[src/rtl/system_bus_pkg.sv]
// Shared constants and types for the single-master, two-slave system bus.
// Latency: n/a (declarations only).
// Backpressure: n/a.
package system_bus_pkg;

  localparam int ADDR_W = 16;
  localparam int DATA_W = 64;

  // Slave 0: system memory. Slave 1: factorial core register window.
  localparam logic [ADDR_W-1:0] S0_LO = 16'h0000;
  localparam logic [ADDR_W-1:0] S0_HI = 16'h07FF;
  localparam logic [ADDR_W-1:0] S1_LO = 16'h7000;
  localparam logic [ADDR_W-1:0] S1_HI = 16'h71FF;

  // Returned on a read that hit no slave, when that flagging is built in.
  localparam logic [DATA_W-1:0] UNMAPPED_PAT = 64'hDEADBEEF_DEADBEEF;

  typedef enum logic {
    IDLE  = 1'b0,
    GRANT = 1'b1
  } bus_state_t;

  // Inclusive address window test.
  function automatic logic in_range(input logic [ADDR_W-1:0] a,
                                    input logic [ADDR_W-1:0] lo,
                                    input logic [ADDR_W-1:0] hi);
    return (a >= lo) && (a <= hi);
  endfunction

endpackage

[src/rtl/bus_addr_decoder.sv]
// Fixed-map address decoder: turns a granted address into one-hot slave selects.
// Latency: purely combinational, zero cycles.
// Backpressure: none; both selects are held low while the bus is not granted.
module bus_addr_decoder
  import system_bus_pkg::*;
(
  input  logic [ADDR_W-1:0] addr,
  input  logic              grant,
  output logic              s0_sel,
  output logic              s1_sel
);

  // The two windows are disjoint, so at most one select can be high.
  assign s0_sel = grant & in_range(addr, S0_LO, S0_HI);
  assign s1_sel = grant & in_range(addr, S1_LO, S1_HI);

endmodule

[src/rtl/system_bus.sv]
// Single-master, two-slave bus: grant register, address decode, request path, read-return mux.
// Latency: grant follows m_req by one edge; request path is combinational; read data returns one edge after the address phase.
// Backpressure: none; the master simply holds m_req. Optional BUS_UNMAPPED_PATTERN_EN returns a marker word after an unmapped granted access.
module system_bus
  import system_bus_pkg::*;
(
  input  logic              clk,
  input  logic              reset_n,
  input  logic              m_req,
  input  logic              m_wr,
  input  logic [ADDR_W-1:0] m_addr,
  input  logic [DATA_W-1:0] m_dout,
  input  logic [DATA_W-1:0] s0_dout,
  input  logic [DATA_W-1:0] s1_dout,
  output logic              m_grant,
  output logic              s0_sel,
  output logic              s1_sel,
  output logic              s_wr,
  output logic [ADDR_W-1:0] s_addr,
  output logic [DATA_W-1:0] m_din,
  output logic [DATA_W-1:0] s_din
);

  bus_state_t state, state_nxt;
  logic [1:0] rsel;

  // Arbiter state register; reset drops the grant without waiting for clk.
  always_ff @(posedge clk or negedge reset_n) begin
    if (!reset_n) state <= IDLE;
    else          state <= state_nxt;
  end

  // Arbiter next state: grant follows the request with one edge of delay.
  always_comb begin
    state_nxt = state;
    case (state)
      IDLE:    if (m_req)  state_nxt = GRANT;
      GRANT:   if (!m_req) state_nxt = IDLE;
      default: state_nxt = IDLE;
    endcase
  end

  assign m_grant = (state == GRANT);

  bus_addr_decoder u_dec (
    .addr   (m_addr),
    .grant  (m_grant),
    .s0_sel (s0_sel),
    .s1_sel (s1_sel)
  );

  // Request path is forced to zero whenever the master does not own the bus.
  assign s_wr   = m_grant & m_wr;
  assign s_addr = m_grant ? m_addr : '0;
  assign s_din  = m_grant ? m_dout : '0;

  // Remember which slave was addressed so its synchronous read data can be steered back.
  // Captured on writes too; the master ignores m_din in that case.
  always_ff @(posedge clk or negedge reset_n) begin
    if (!reset_n) rsel <= 2'b00;
    else          rsel <= {s1_sel, s0_sel};
  end

`ifdef BUS_UNMAPPED_PATTERN_EN
  logic gnt_q;

  // Marks that the previous cycle was a granted access, to tell an unmapped hit from an idle bus.
  always_ff @(posedge clk or negedge reset_n) begin
    if (!reset_n) gnt_q <= 1'b0;
    else          gnt_q <= m_grant;
  end

  // Read-return mux with unmapped-access marker.
  always_comb begin
    m_din = '0;
    if (rsel[0])      m_din = s0_dout;
    else if (rsel[1]) m_din = s1_dout;
    else if (gnt_q)   m_din = UNMAPPED_PAT;
  end
`else
  // Read-return mux; nothing selected reads as zero.
  always_comb begin
    m_din = '0;
    if (rsel[0])      m_din = s0_dout;
    else if (rsel[1]) m_din = s1_dout;
  end
`endif

endmodule

[config.mk]
export PLATFORM = sky130hd
export DESIGN_NAME = system_bus
export DESIGN_NICKNAME = d
export VERILOG_FILES = /design/src/rtl/system_bus_pkg.sv /design/src/rtl/bus_addr_decoder.sv /design/src/rtl/system_bus.sv
export SDC_FILE = /design/constraint.sdc
export NUM_CORES = 1
export LEC_CHECK = 0
export CORE_AREA = 2 2 139 141
export DETAILED_ROUTE_END_ITERATION = 8
export DIE_AREA = 0 0 141 143
export PLACE_DENSITY = 0.52
export SLEW_MARGIN = 20
export SYNTH_ARGS = -nofsm -noshare
export SYNTH_HDL_FRONTEND = slang
export SYNTH_SLANG_ARGS = --single-unit
[constraint.sdc]
create_clock -name clk -period 1.2 [get_ports clk]
set_clock_uncertainty 0.05 [all_clocks]
set_input_delay 0.18 -clock clk [delete_from_list [all_inputs] [get_ports clk]]
set_output_delay 0.18 -clock clk [all_outputs]
set_load 0.01 [all_outputs]
==> metrics.cfg <==
[outcome]
status=finished with violations
failed_checks=setup timing

[route]
drc=0
drtIter0Drc=29
ant_nets=0
drt_wl_total_um=13600

[synth]
common_cells=and2_1, a22o_1, buf_2
ys_ff=3
topCellsByArea=a22o_1, and2_1, buf_6, dfrtp_1, buf_2
edf_count=0
top_area_cell=a22o_1

[critical_path]
crit_arrival_ns=1.46

[worst_hold_path]
hold_path.class=in -> async

[placed_design]
placed_area_sq_um=5320
dp_hpwl_um=10600

[final_timing]
finalCriticalPeriod_ns=1.69
setup_viol=149
setup_slack_ns=-0.487
slew_violations=0
hold_viol=0

[global_routing]
grt_pass1_vias=3514
grt_pass1_wl_um=19000
antenna_found_initial=0

[cells_and_area]
fill_cells=1891
mi_logic_area_sq_um=1340

[pwr]
power_w=0.00228
power.density_nw_per_um2=384

[floorplanning]
io-pin-count=360

[cts]
hold_buffers=0

-- per-stage QoR --
stage	cells	worst slack, ns	hold slack [ns]
2_1_floorplan	179	0.0104	-0.166
3_3_place_gp	771	-0.852	0.337
3_5_place_dp	771	-0.834	0.332
4_1_cts	811	-0.503	0.0930
5_1_grt	804	-0.535	0.0958
6_report	804	-0.487	0.0915
-- cells in the final DEF, fill, tap and decap left out, types with 3 or more instances in the layout --
cell,count
buf_12,13
buf_6,99
a22o_1,62
dlygate4sd2_1,5
buf_16,6
buf_4,12
clkbuf_16,3
clkdlybuf4s50_1,206
buf_8,3
buf_2,63
and2_4,79
-- report_power, final --
part,internal [W],switching [W]
sequential,0.000104,0.00000449
combinational,0.00120,0.000445
clock,0.000438,0.0000914
total,0.00174,0.000541
-- routing by layer --
| metal | part of all wire (%) | wire, um | track usage, % | vias up |
|---|---|---|---|---|
| met1 | 34 | 4610 | 11.9 | 1380 |
| met3 | 10 | 1390 | 3.52 | 19 |
| li1 | - | - | - | 1431 |
| met2 | 53 | 7170 | 24.4 | 227 |
| met4 | 2.8 | 382 | 4.47 | 0 |
| met5 | 0 | 0 | 0 | - |
-- critical path: stages (launching register included) --
cell and delay (ns):
dfrtp_1 0.39, nor2b_4 0.14, buf_12 0.14, buf_4 0.16, a22o_1 0.18, clkdlybuf4s15_2 0.22
-- logic make-up (layout without fill, tap and decap cells) --
family                 Yosys count  after routing  synth area share (%)
AND-OR/OR-AND                   64             64                  41.5
buffers and inverters           23            414                  11.5
flip-flops                       3              3                  5.59
AND/OR/NAND/NOR                 89             89                  41.5
-- registers in the layout, indices dropped and copies added (netlist names) --
| register | cells |
|---|---|
| m_grant | 1 |
| rsel | 2 |
-- repair_timing --
action	4_1_cts	5_1_grt
buffers inserted	26	2
resized	770	45
pin swaps	5	2
cloned	11	0
endpoints found under the setup margin	149	150
-- final timing paths --
| kind | start | end |
|---|---|---|
| max | rsel[1] | m_din[49] |
| max in group asynchronous | reset_n | m_grant |
| max reg2reg | m_grant | rsel[1] |
| min reg2reg | m_grant | rsel[0] |
| min in group clk | m_req | m_grant |
| min | reset_n | rsel[1] |
-- cell type report --
cell class | count | area share, %
timing repair buffer | 410 | 69.9
sequential | 3 | 1.31
tap | 234 | 4.93
multi-input combinational | 153 | 22.5
clock buffer | 4 | 1.33
Fig. 1: routed metal, one colour a layer
The bar under the picture is 50 um long.
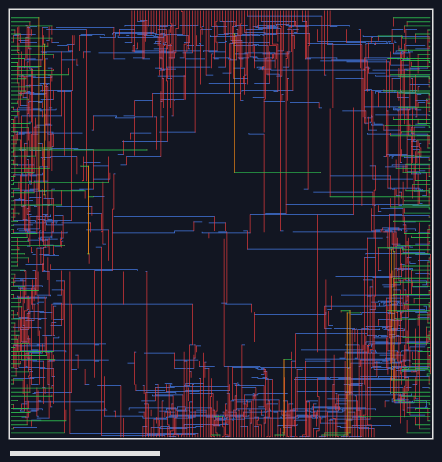
Key: orange = metal 4 [wire length 383 um]; red = metal 2 [wire length 7170 um]; green = metal 3 [wire length 1390 um]; blue = metal 1 [wire length 4610 um]
GRT Overall Usage: 12.3%
Routed WL per cell: 16.9 um

Fig. 2: wires at chosen ports, followed through buffers
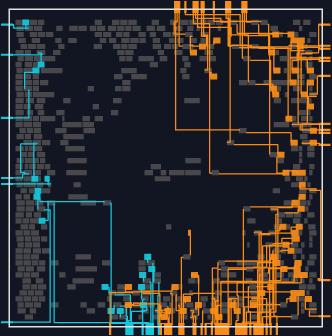
Key: cyan = s_addr [bits 16, direction output, edge 10 bottom, 6 left, end cells 16, buffers 17, wire 587 um]; orange = s1_dout [bits 64, direction input, edge 36 bottom, 16 top, 12 right, end cells 64, buffers 64, wire 2650 um]

Fig. 3: close-up of the layout
Window x 56 to 86, y 56 to 86 um. Cells in grey, sequential cells in the stronger grey; small squares are vias.
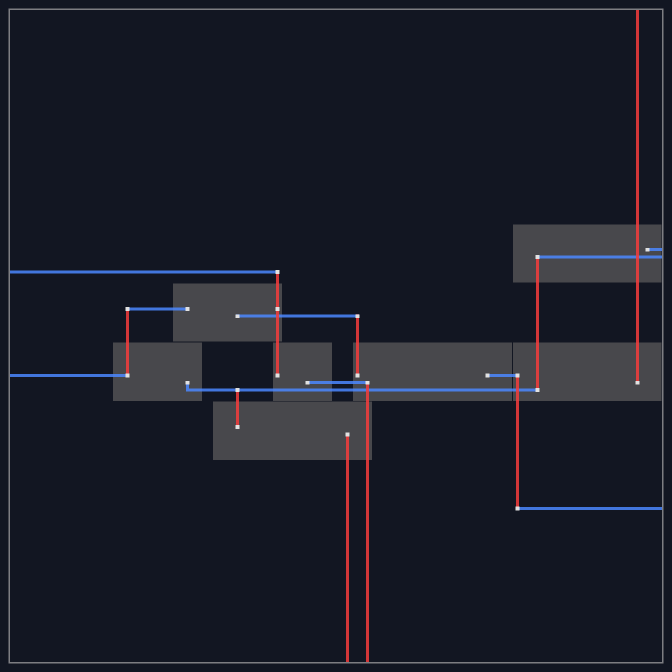
Key: red = metal 2; blue = metal 1
7 logic cells have their middle in the window. Most frequent: buf_12 (4). Sequential cells in the window: 0.

Fig. 4: drive-strength map
The bar under the picture is 50 um long.
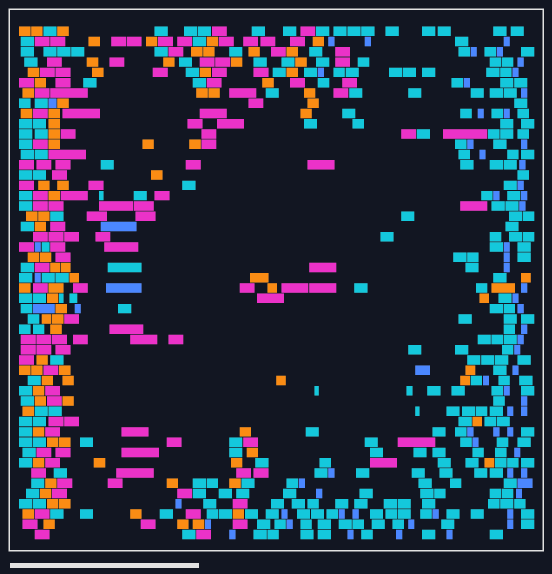
Key: cyan = _0 and _1 cells [cells 282]; orange = _3 and _4 cells [cells 94]; magenta = _6 and larger [cells 125]; blue = _2 cells [cells 69]

